$ cat config.mk
export PLATFORM = sky130hd
export DESIGN_NAME = instr_sequencer
export DESIGN_NICKNAME = d
export VERILOG_FILES = /design/src/rtl/seq_pkg.sv /design/src/rtl/instr_fifo.sv /design/src/rtl/instr_sequencer.sv
export SDC_FILE = /design/constraint.sdc
export NUM_CORES = 1
export LEC_CHECK = 0
export CORE_ASPECT_RATIO = 1.5
export CORE_UTILIZATION = 48
export CTS_CLUSTER_SIZE = 40
export DETAILED_ROUTE_END_ITERATION = 12
export HOLD_SLACK_MARGIN = 0.03
export PLACE_DENSITY = 0.83
export SYNTH_ARGS = -nofsm -noshare
export SYNTH_HDL_FRONTEND = slang
export SYNTH_SLANG_ARGS = --single-unit
$ cat constraint.sdc
create_clock -name clk -period 2.2 [get_ports clk]
set_input_delay 0.55 -clock clk [delete_from_list [all_inputs] [get_ports clk]]
set_output_delay 0.55 -clock clk [all_outputs]
set_load 0.005 [all_outputs]
$ cat src/rtl/seq_pkg.sv
// Shared types and field positions for the instruction sequencer.
package seq_pkg;

    localparam int FUNC_W  = 24;
    localparam int OPC_MSB = 23;
    localparam int OPC_LSB = 20;

    typedef enum logic [2:0] {
        ST_IDLE,
        ST_FETCH,
        ST_ISSUE,
        ST_WAIT,
        ST_HALT
    } state_t;

    typedef enum logic {
        SRC_ROM,
        SRC_HOST
    } src_t;

    function automatic logic is_halt(input logic [FUNC_W-1:0] word, input logic [3:0] halt_opc);
        return word[OPC_MSB:OPC_LSB] == halt_opc;
    endfunction

endpackage

$ cat src/rtl/instr_fifo.sv
// Synchronous FIFO for host-submitted instruction words; the head is read
// combinationally, so a word written at one edge is visible after that edge.
module instr_fifo #(
    parameter int WIDTH = 24,
    parameter int DEPTH = 4
) (
    input  logic                     clk,
    input  logic                     reset,
    input  logic                     push,
    input  logic                     pop,
    input  logic [WIDTH-1:0]         din,
    output logic [WIDTH-1:0]         dout,
    output logic                     full,
    output logic                     empty,
    output logic [$clog2(DEPTH):0]   count
);

    localparam int PTR_W = $clog2(DEPTH);
    localparam int CNT_W = PTR_W + 1;

    logic [WIDTH-1:0] mem_q [DEPTH];
    logic [PTR_W-1:0] wr_ptr_q, wr_ptr_d;
    logic [PTR_W-1:0] rd_ptr_q, rd_ptr_d;
    logic [CNT_W-1:0] count_q, count_d;
    logic             wr_en, rd_en;

    assign full  = (count_q == CNT_W'(DEPTH));
    assign empty = (count_q == '0);
    assign count = count_q;
    assign dout  = mem_q[rd_ptr_q];
    assign wr_en = push && !full;
    assign rd_en = pop && !empty;

    // NOTE: every output of a combinational block gets a default first, so no path leaves it unassigned and infers a latch.
    always_comb begin
        wr_ptr_d = wr_ptr_q;
        rd_ptr_d = rd_ptr_q;
        count_d  = count_q;
        if (wr_en) wr_ptr_d = wr_ptr_q + 1'b1;
        if (rd_en) rd_ptr_d = rd_ptr_q + 1'b1;
        count_d = count_q + CNT_W'(wr_en) - CNT_W'(rd_en);
    end

    // NOTE: sequential state uses non-blocking assignments so every flop samples pre-edge values regardless of statement order.
    always_ff @(posedge clk) begin
        if (!reset) begin
            wr_ptr_q <= '0;
            rd_ptr_q <= '0;
            count_q  <= '0;
        end else begin
            wr_ptr_q <= wr_ptr_d;
            rd_ptr_q <= rd_ptr_d;
            count_q  <= count_d;
        end
    end

    // NOTE: storage is deliberately not reset; the pointers and count alone define which entries are valid.
    always_ff @(posedge clk) begin
        if (wr_en) mem_q[wr_ptr_q] <= din;
    end

endmodule

$ cat src/rtl/instr_sequencer.sv
// Issues instructions from ROM or a host FIFO to the control unit, one at a time.
// Optional WAIT watchdog enabled by defining SEQ_WATCHDOG_EN (adds wdog_err).
module instr_sequencer
    import seq_pkg::*;
#(
    parameter int         FIFO_DEPTH  = 4,
    parameter logic [3:0] HALT_OPCODE = 4'hF,
    parameter int         WDOG_CYCLES = 255
) (
    input  logic                          clk,
    input  logic                          reset,
    input  logic                          run,
    input  logic                          mode_mem,
    input  logic [FUNC_W-1:0]             host_func,
    input  logic                          host_valid,
    output logic                          host_ready,
    input  logic [FUNC_W-1:0]             rom_func,
    input  logic                          ins_done,
    output logic [FUNC_W-1:0]             func_out,
    output logic                          new_ins,
    output logic                          pc_start,
    output logic                          pc_step,
    output logic                          busy,
    output logic                          halted,
`ifdef SEQ_WATCHDOG_EN
    output logic                          wdog_err,
`endif
    output logic [$clog2(FIFO_DEPTH):0]   fifo_count
);

    state_t            state_q, state_d;
    src_t              src_q, src_d;
    logic [FUNC_W-1:0] func_out_q, func_out_d;
    logic              new_ins_q, new_ins_d;
    logic              pc_start_q, pc_start_d;
    logic              pc_step_q, pc_step_d;
    logic [FUNC_W-1:0] fifo_head, word;
    logic              fifo_full, fifo_empty, fifo_pop;

`ifdef SEQ_WATCHDOG_EN
    localparam int WDOG_W = $clog2(WDOG_CYCLES + 1);
    logic [WDOG_W-1:0] wdog_cnt_q, wdog_cnt_d;
    logic              wdog_err_q, wdog_err_d;
`endif

    instr_fifo #(
        .WIDTH (FUNC_W),
        .DEPTH (FIFO_DEPTH)
    ) u_fifo (
        .clk   (clk),
        .reset (reset),
        .push  (host_valid),
        .pop   (fifo_pop),
        .din   (host_func),
        .dout  (fifo_head),
        .full  (fifo_full),
        .empty (fifo_empty),
        .count (fifo_count)
    );

    assign word = (src_q == SRC_ROM) ? rom_func : fifo_head;

    always_comb begin
        state_d    = state_q;
        src_d      = src_q;
        func_out_d = func_out_q;
        new_ins_d  = 1'b0;
        pc_start_d = 1'b0;
        pc_step_d  = 1'b0;
        fifo_pop   = 1'b0;
`ifdef SEQ_WATCHDOG_EN
        wdog_cnt_d = (state_q == ST_WAIT) ? wdog_cnt_q + 1'b1 : '0;
        wdog_err_d = wdog_err_q;
`endif
        unique case (state_q)
            ST_IDLE: begin
                if (run && mode_mem) begin
                    state_d    = ST_FETCH;
                    src_d      = SRC_ROM;
                    pc_start_d = 1'b1;
                end else if (run && !fifo_empty) begin
                    state_d = ST_ISSUE;
                    src_d   = SRC_HOST;
                end
            end
            ST_FETCH: state_d = ST_ISSUE;
            ST_ISSUE: begin
                func_out_d = word;
                fifo_pop   = (src_q == SRC_HOST) && !fifo_empty;
                if (is_halt(word, HALT_OPCODE)) begin
                    state_d = ST_HALT;
                end else begin
                    new_ins_d = 1'b1;
                    state_d   = ST_WAIT;
                end
            end
            ST_WAIT: begin
                if (ins_done) begin
                    if (src_q == SRC_ROM) begin
                        // The PC always advances so a later restart resumes at the next word.
                        pc_step_d = 1'b1;
                        state_d   = run ? ST_FETCH : ST_IDLE;
                    end else begin
                        state_d = (run && !fifo_empty) ? ST_ISSUE : ST_IDLE;
                    end
                end
`ifdef SEQ_WATCHDOG_EN
                else if (wdog_cnt_q == WDOG_W'(WDOG_CYCLES - 1)) begin
                    state_d    = ST_HALT;
                    wdog_err_d = 1'b1;
                end
`endif
            end
            ST_HALT: begin
                if (!run) begin
                    state_d = ST_IDLE;
`ifdef SEQ_WATCHDOG_EN
                    wdog_err_d = 1'b0;
`endif
                end
            end
            default: state_d = ST_IDLE;
        endcase
    end

    always_ff @(posedge clk) begin
        if (!reset) begin
            state_q    <= ST_IDLE;
            src_q      <= SRC_ROM;
            func_out_q <= '0;
            new_ins_q  <= 1'b0;
            pc_start_q <= 1'b0;
            pc_step_q  <= 1'b0;
        end else begin
            state_q    <= state_d;
            src_q      <= src_d;
            func_out_q <= func_out_d;
            new_ins_q  <= new_ins_d;
            pc_start_q <= pc_start_d;
            pc_step_q  <= pc_step_d;
        end
    end

`ifdef SEQ_WATCHDOG_EN
    always_ff @(posedge clk) begin
        if (!reset) begin
            wdog_cnt_q <= '0;
            wdog_err_q <= 1'b0;
        end else begin
            wdog_cnt_q <= wdog_cnt_d;
            wdog_err_q <= wdog_err_d;
        end
    end

    assign wdog_err = wdog_err_q;
`endif

    assign func_out   = func_out_q;
    assign new_ins    = new_ins_q;
    assign pc_start   = pc_start_q;
    assign pc_step    = pc_step_q;
    assign busy       = (state_q != ST_IDLE);
    assign halted     = (state_q == ST_HALT);
    assign host_ready = !fifo_full;

endmodule

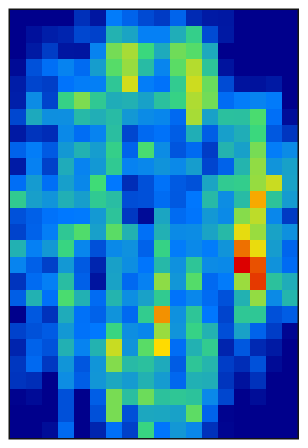
Figure 1: signal metal coverage by tile.
The die is cut into 18 by 26 equal tiles; dark blue is low, red is high, scaled to the fullest tile. Values are wire area over tile area, all layers added.
- emptiest ninth of the die: bottom right
- tiles over half the peak: 11%
- nearly empty tiles: 12%
- mean over tiles: 0.15
- densest ninth of the die: right middle

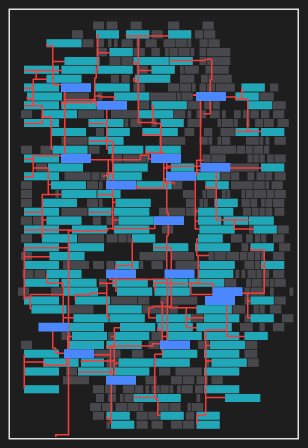
Figure 2: routed clock nets over the placement.
- red: clock wires (length 1440 um)
- cyan: flip-flops (count 136)
- blue: clock-net drivers (count 17)
- routed clock nets: 18
- flops lie: all over the die

==> out/metrics.yaml <==
rr_startpoint: "u_fifo.count[0]"
status: "complete, no violations"
global_route.usage.total_pct: 21.2
ys_chip_area_um2: 5340
critical_path_arrival_ns: 1.59
worst_hold_path.num_cells: 2
logic_area_um2: 1560
maxCapViolCount: 0
cp_max_fo: 7
path_class: "reg2out"
post_synth_main_logic_family: "multiplexers"
hp-class: "reg2reg"
num-fill-cells: 777
final.period_utilization_pct: 97.4
final.setup_skew_ns: 0.00589
ys_top_cells_by_area: "sky130_fd_sc_hd__edfxtp_1 (54%), sky130_fd_sc_hd__dfxtp_1 (15%), sky130_fd_sc_hd__mux4_2 (8.4%), sky130_fd_sc_hd__mux2i_1 (4.7%), sky130_fd_sc_hd__a211oi_1 (2.8%)"
area_share_clock_buf_inv_pct: 7.27
yosys.area_share.aoi_pct: 6.63
detail_route.drc_violations: 0
timing.reg2reg.worst_path_depth: 10
postSynthAreaPerCell_um2: 16.0
clkLatencyLatePin_ns: 0.40
max_clock_freq_mhz: 466
routed_via_density: 5.31
synth_cell_type_count: 40
ys_async_sr_fraction_pct: 0
grt_max_degree: 41
sequential_cell_total: 136
via_count: 3176
reg2reg_setup_slack_ns: 0.11
drt_iter0_drc: 138
finalNetCount: 503
floorplan.nets: 396
p_leak_nw: 2.39
clock-sinks: 136
hpwlAfterDp_mm: 7.04
clock-root-buffer: "sky130_fd_sc_hd__clkbuf_16"
core_um2: 10700
antenna_viol_nets_final: 0
drt_wl_total_mm: 10.9
n_all_inverters: 13
critical_path.reg2reg.endpoint: "u_fifo.count[2]"
synth-seq-area-share_pct: 68.9
syn_to_final_growth_pct: 32.4
logic_gate_count: 168
-- per-stage QoR --
stage / utilization [%] / hold WS, ns / setup slack [ns] / TNS (ns) / total power [W]
final: 66.1 / 0.502 / 0.0564 / 0 / 0.00717
after global routing: 66.1 / 0.516 / -0.0348 / -0.0889 / 0.00748
after CTS: 65.8 / 0.501 / 0.0201 / 0 / 0.00719
after detailed placement: 60.9 / 0.493 / -0.0201 / -0.0201 / 0.00476
after global placement: 60.9 / 0.489 / 0.0316 / 0 / 0.00468
after floorplan: - / 0.485 / 0.0225 / 0 / 0.00402
-- worst reg2reg max path, cell delays in order (launching register included) --
cell and delay [ns]:
sky130_fd_sc_hd__dfxtp_1 0.32, sky130_fd_sc_hd__o31ai_2 0.24, sky130_fd_sc_hd__buf_4 0.16, sky130_fd_sc_hd__nor4b_4 0.04
sky130_fd_sc_hd__ha_1 0.27, sky130_fd_sc_hd__inv_1 0.04, sky130_fd_sc_hd__ha_1 0.19, sky130_fd_sc_hd__fa_2 0.36
sky130_fd_sc_hd__xnor2_2 0.16, sky130_fd_sc_hd__xnor2_1 0.13, sky130_fd_sc_hd__nor2_1 0.05
-- power by group through the flow --
stage               combinational [W]  clock, W  sequential (W)
floorplan                    0.000724         0         0.00330
global placement              0.00140         0         0.00328
detailed placement            0.00146         0         0.00330
CTS                           0.00147   0.00246         0.00326
global route                  0.00163   0.00256         0.00329
finish                        0.00149   0.00242         0.00326
-- sequential cells by signal, indices dropped and copies added, names as in the netlist, named ones only --
register and cells:
func_out 24, state_q 3, src_q 1, u_fifo.count 3
pc_start 1, pc_step 1, u_fifo.rd_ptr_q 2, new_ins 1
u_fifo.mem_q 96, u_fifo.wr_ptr_q 2
-- cells in the final DEF (no fill, tap or decap), drive strengths merged, types with 2 or more instances in the layout --
cell	instances
edfxtp	96
clkdlybuf4s50	85
dfxtp	40
nor2	30
mux2i	25
mux4	20
a211oi	20
buf	20
clkbuf	18
inv	12
a21oi	10
clkinv	10
o21ai	6
ha	6
o22ai	6
and3	5
and2	4
nand2b	4
mux2	4
nand2	4
clkinvlp	4
xnor2	4
or3	2
a31oi	2
o31ai	2
nor4b	2
nand3	2
-- what timing repair did --
action                                  CTS  global route
resized                                   5             5
pin swaps                                 0             1
setup buffers                             0             1
hold buffers                              0             0
endpoints found under the setup margin    3             7
-- metal layers --
layer | part of all wire (%) | global-route usage (%) | wire length, um
met1 | 38 | 23.4 | 4100
met2 | 57 | 37.5 | 6180
met3 | 4.2 | 5.90 | 464
met4 | 1.5 | 8.33 | 169
met5 | 0 | 0 | 0
-- cells by family after synthesis --
group | Yosys count
buf+inv | 31
flops | 136
mux | 49
xor+xnor | 5
fa+ha+maj | 7
simple gates | 55
compound gates | 52
-- how the worst max path moves through the flow --
| stage | to | slack (ns) | cells past startpoint |
|---|---|---|---|
| 5_1_grt | state_q[1] | -0.03 | 6 |
| 6_report | halted | 0.06 | 3 |
| 3_5_place_dp | u_fifo.count[2] | -0.02 | 7 |
| 4_1_cts | halted | 0.02 | 3 |
| 2_1_floorplan | u_fifo.count[2] | 0.02 | 9 |
| 3_3_place_gp | u_fifo.count[2] | 0.03 | 7 |
No activity file was given, so power comes from the tool's default toggle rates.
